Local utilization:
The die is cut into 9 by 9 equal tiles; white is low, dark blue is high, 0 to 100% covered.
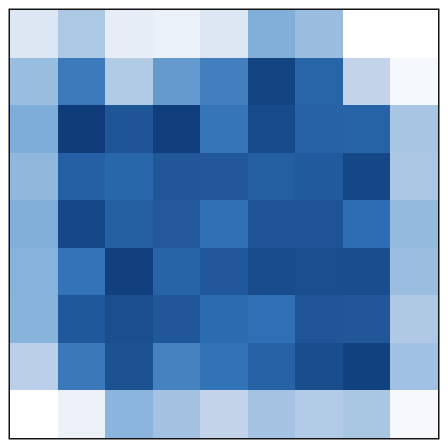
Sequential cells grouped by signal name:
Other sequential cells in the stronger gray, the rest of the logic in the fainter gray.
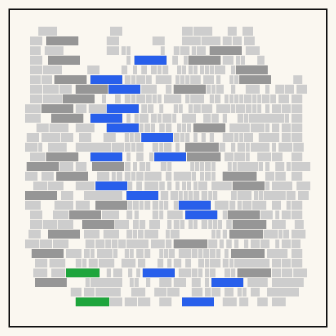
### src/rtl/instr_fetch.sv
// -----------------------------------------------------------------------------
// instr_fetch
//   Program counter and instruction-fetch front end for bb_core. The block
//   fetches one instruction at a time from instruction memory and holds it
//   for decode. It accepts jump redirects from the ALU jump logic and exports
//   PC+1 (NPC) as the fall-through address.
//
// Ports
//   clk            system clock, rising edge
//   rst_n          asynchronous reset, asserted HIGH despite the name
//   i_jump_valid   one-cycle redirect pulse
//   i_jump_addr    redirect target, sampled only with i_jump_valid
//   o_mem_req      instruction memory read request
//   o_mem_addr     read address (always equals the PC)
//   i_mem_ack      memory accepts the request; i_mem_rdata valid same cycle
//   i_mem_rdata    fetched instruction word
//   o_instr_valid  o_instr holds an instruction for decode
//   o_instr        instruction register
//   i_instr_ready  decode consumes o_instr this cycle (qualified by valid)
//   o_pc           address of the current or in-flight instruction
//   o_npc          o_pc + 1, wrapping at 2^DATA_WIDTH
//   o_dbg_state    current FSM state (0 IDLE, 1 REQ, 2 HOLD)
//
// Handshakes
//   Memory side: a transfer happens on any rising edge where o_mem_req and
//   i_mem_ack are both 1. While o_mem_req is 1 and no ack has arrived,
//   o_mem_req and o_mem_addr do not change.
//   Decode side: a transfer happens on any rising edge where o_instr_valid
//   and i_instr_ready are both 1 and no jump is present. While the instruction
//   is not taken, o_instr and o_instr_valid are held. A jump withdraws the
//   held instruction instead.
// -----------------------------------------------------------------------------
module instr_fetch #(
  parameter int unsigned                  DATA_WIDTH = 16,
  parameter logic [DATA_WIDTH-1:0]        RESET_ADDR = '0
) (
  input  logic                  clk,
  input  logic                  rst_n,
  input  logic                  i_jump_valid,
  input  logic [DATA_WIDTH-1:0] i_jump_addr,
  output logic                  o_mem_req,
  output logic [DATA_WIDTH-1:0] o_mem_addr,
  input  logic                  i_mem_ack,
  input  logic [DATA_WIDTH-1:0] i_mem_rdata,
  output logic                  o_instr_valid,
  output logic [DATA_WIDTH-1:0] o_instr,
  input  logic                  i_instr_ready,
  output logic [DATA_WIDTH-1:0] o_pc,
  output logic [DATA_WIDTH-1:0] o_npc,
  output logic [1:0]            o_dbg_state
);

  typedef enum logic [1:0] {
    S_IDLE = 2'd0,
    S_REQ  = 2'd1,
    S_HOLD = 2'd2
  } state_t;

  state_t                r_state;
  logic [DATA_WIDTH-1:0] r_pc;
  logic [DATA_WIDTH-1:0] r_instr;
  logic                  r_instr_valid;
  logic                  r_flush;      // in-flight request belongs to a stale path
  logic [DATA_WIDTH-1:0] r_pend_addr;  // redirect target waiting for that ack

  state_t                w_state_nxt;
  logic [DATA_WIDTH-1:0] w_pc_nxt;
  logic [DATA_WIDTH-1:0] w_instr_nxt;
  logic                  w_instr_valid_nxt;
  logic                  w_flush_nxt;
  logic [DATA_WIDTH-1:0] w_pend_addr_nxt;

  always_ff @(posedge clk or posedge rst_n) begin
    if (rst_n) begin
      r_state       <= S_IDLE;
      r_pc          <= RESET_ADDR;
      r_instr       <= '0;
      r_instr_valid <= 1'b0;
      r_flush       <= 1'b0;
      r_pend_addr   <= '0;
    end else begin
      r_state       <= w_state_nxt;
      r_pc          <= w_pc_nxt;
      r_instr       <= w_instr_nxt;
      r_instr_valid <= w_instr_valid_nxt;
      r_flush       <= w_flush_nxt;
      r_pend_addr   <= w_pend_addr_nxt;
    end
  end

  always_comb begin
    w_state_nxt       = r_state;
    w_pc_nxt          = r_pc;
    w_instr_nxt       = r_instr;
    w_instr_valid_nxt = r_instr_valid;
    w_flush_nxt       = r_flush;
    w_pend_addr_nxt   = r_pend_addr;

    case (r_state)
      S_IDLE: begin
        w_state_nxt = S_REQ;
        if (i_jump_valid) begin
          w_pc_nxt = i_jump_addr;
        end
      end

      S_REQ: begin
        if (i_mem_ack) begin
          if (i_jump_valid) begin
            // A jump alongside the ack supersedes both the returned word and
            // any earlier pending redirect.
            w_pc_nxt    = i_jump_addr;
            w_flush_nxt = 1'b0;
          end else if (r_flush) begin
            // Stale word: drop it and re-request on the redirected path.
            w_pc_nxt    = r_pend_addr;
            w_flush_nxt = 1'b0;
          end else begin
            w_instr_nxt       = i_mem_rdata;
            w_instr_valid_nxt = 1'b1;
            w_state_nxt       = S_HOLD;
          end
        end else if (i_jump_valid) begin
          // The address must stay put until the ack, so park the target;
          // a later jump overwrites an earlier one.
          w_flush_nxt     = 1'b1;
          w_pend_addr_nxt = i_jump_addr;
        end
      end

      S_HOLD: begin
        if (i_jump_valid) begin
          w_pc_nxt          = i_jump_addr;
          w_instr_valid_nxt = 1'b0;
          w_state_nxt       = S_REQ;
        end else if (i_instr_ready) begin
          w_pc_nxt          = r_pc + DATA_WIDTH'(1);
          w_instr_valid_nxt = 1'b0;
          w_state_nxt       = S_REQ;
        end
      end

      default: begin
        w_state_nxt = S_IDLE;
      end
    endcase
  end

  assign o_mem_req     = (r_state == S_REQ);
  assign o_mem_addr    = r_pc;
  assign o_instr_valid = r_instr_valid;
  assign o_instr       = r_instr;
  assign o_pc          = r_pc;
  assign o_npc         = r_pc + DATA_WIDTH'(1);
  assign o_dbg_state   = r_state;

endmodule

### config.mk
export PLATFORM = sky130hd
export DESIGN_NAME = instr_fetch
export DESIGN_NICKNAME = d
export VERILOG_FILES = /design/src/rtl/instr_fetch.sv
export SDC_FILE = /design/constraint.sdc
export NUM_CORES = 1
export LEC_CHECK = 0
export ABC_AREA = 1
export CAP_MARGIN = 20
export CORE_MARGIN = 4
export CORE_UTILIZATION = 47
export CTS_BUF_LIST = sky130_fd_sc_hd__clkbuf_8
export DETAILED_ROUTE_END_ITERATION = 16
export GPL_TIMING_DRIVEN = 0
export PLACE_DENSITY = 0.83
export SETUP_SLACK_MARGIN = 0.02
export SLEW_MARGIN = 0
export SYNTH_ARGS = -nofsm -noshare
export SYNTH_HDL_FRONTEND = slang
export SYNTH_SLANG_ARGS = --single-unit
### constraint.sdc
create_clock -name clk -period 1.9 [get_ports clk]
set_input_delay 0.38 -clock clk [delete_from_list [all_inputs] [get_ports clk]]
set_output_delay 0.38 -clock clk [all_outputs]
set_load 0.05 [all_outputs]
==> qor.yml <==
status: "finished, violations left"
failed_checks: "negative setup slack"
grtUsageMet2_pct: 37.4
mux_share_pct: 7.07
use_met3_pct: 5.62
floorplan.nets: 431
antenna_found_initial: 0
cts_sinks: 52
regToRegSetupSlack_ns: 0.10
setup_viol: 14
syn_inst: 387
cts_tree: "built"
grt_pass1_wl_mm: 13.9
logic_family: "simple AND/OR/NAND/NOR gates"
cp.arrival_ns: 1.71
setup.worst_path.class: "flop to primary output"
top_area_cell: "dfrtp_1"
ys_ff: 52
yosysCellCount: 387
top_usage_layer: "met2"
crit_required_ns: 1.52
synth.avg_cell_area_sq_um: 7.96
die_height_um: 88.9
setup_slack_ns: -0.185
worst_slew_pin_slew_ns: 0.655
dr.pass1.iters: 5
period_needed_ns: 2.09
adder_share_pct: 2.84
grt_max_degree: 29
place_area_sq_mm: 0.00434
drive_above_1_share_pct: 29.2
warnings: 34
xor_area_share_pct: 2.28
About 'local utilization':
tiles over 75% full: 46%
emptiest ninth of the die: upper right
densest ninth of the die: center
nearly empty tiles: 3.7%
fullest tile: 95%
mean over tiles: 60%
Initial Util: 48.5%
CORE AREA: 0.00635 sq mm
post-layout util: 75.6%

About 'sequential cells grouped by signal name':
| signal | color | placed flops |
|---|---|---|
| `o_dbg_state` | green | 2 |
| `r_pend_addr` | blue | 16 |
not colored: 34
Seq. cell area: 0.00131 sq mm
Seq area share: 27.4%

## worst min path at each step
stage	endpoint	slack [ns]	cells past startpoint
after global placement	r_pend_addr[4]$_DFFE_PP0P_	0.46	2
final	r_pend_addr[5]$_DFFE_PP0P_	0.48	2
after floorplan	r_pend_addr[2]$_DFFE_PP0P_	0.44	2
after CTS	r_pend_addr[2]$_DFFE_PP0P_	0.48	2
after detailed placement	r_pend_addr[4]$_DFFE_PP0P_	0.46	2
after global routing	r_pend_addr[0]$_DFFE_PP0P_	0.53	2
## layout by cell type, fill, tap and decap left out, types with 7 or more instances in the layout
| master | netlist | routed |
|---|---|---|
| a21oi_1 | 18 | 18 |
| buf_4 | 17 | 37 |
| buf_6 | 2 | 10 |
| clkdlybuf4s50_1 | 0 | 37 |
| dfrtp_1 | 52 | 42 |
| dfrtp_2 | 0 | 10 |
| dlygate4sd2_1 | 0 | 36 |
| dlymetal6s2s_1 | 0 | 11 |
| inv_1 | 36 | 30 |
| inv_2 | 2 | 7 |
| mux2_4 | 10 | 10 |
| nand2_1 | 114 | 106 |
| nor2_1 | 29 | 21 |
| nor2_4 | 0 | 9 |
| o21ai_0 | 35 | 31 |
## worst max-delay path, stage by stage (launching register included)
cell and delay (ns):
dfrtp_2 0.50, ha_4 0.18, nand3_4 0.07, nor2_4 0.19, nand2_2 0.11, xor2_4 0.17, buf_6 0.18
## sequential cells by signal (all words and copies together), names as in the netlist
signal and flops:
o_mem_addr 16, o_instr_valid 1, r_pend_addr 16, r_flush 1
o_dbg_state 2, o_instr 16
## what timing repair did
action                                  in CTS  in global routing
pin swaps                                    6                  9
resized                                    156                 66
buffers inserted                             5                 12
gates cloned                                 0                  1
endpoints found under the setup margin      60                 57
## routing by layer
| layer | routed length (um) | vias up |
|---|---|---|
| li1 | - | 1483 |
| met1 | 3540 | 1411 |
| met2 | 4420 | 154 |
| met3 | 831 | 14 |
| met4 | 158 | 0 |
| met5 | 0 | - |
## cell families (layout without fill, tap and decap cells)
logic type,after synthesis,after routing
adder cells (fa/ha/maj),7,7
flip-flops,52,52
multiplexers,16,16
AND/OR/NAND/NOR,168,168
buffers and inverters,67,198
AND-OR/OR-AND,69,69
XOR/XNOR,8,8
## per-stage QoR
step | setup WS, ns | std cells | hold slack (ns) | utilization, %
after floorplan | -0.102 | 387 | 0.442 | -
after global placement | -0.890 | 568 | 0.457 | 68.0
after detailed placement | -0.699 | 569 | 0.463 | 68.4
after CTS | -0.222 | 582 | 0.484 | 71.1
after global routing | -0.263 | 595 | 0.525 | 75.6
final | -0.185 | 595 | 0.477 | 75.6
## area by class of cell
| cell class | instances | area share (%) |
|---|---|---|
| Multi-Input combinational cell | 268 | 35.9 |
| Sequential cell | 52 | 27.4 |
| Timing Repair Buffer | 123 | 25.1 |
| Buffer | 29 | 4.30 |
| Inverter | 38 | 3.05 |
| Tap cell | 77 | 2.01 |
| Clock buffer | 5 | 1.43 |
| Clock inverter | 3 | 0.886 |
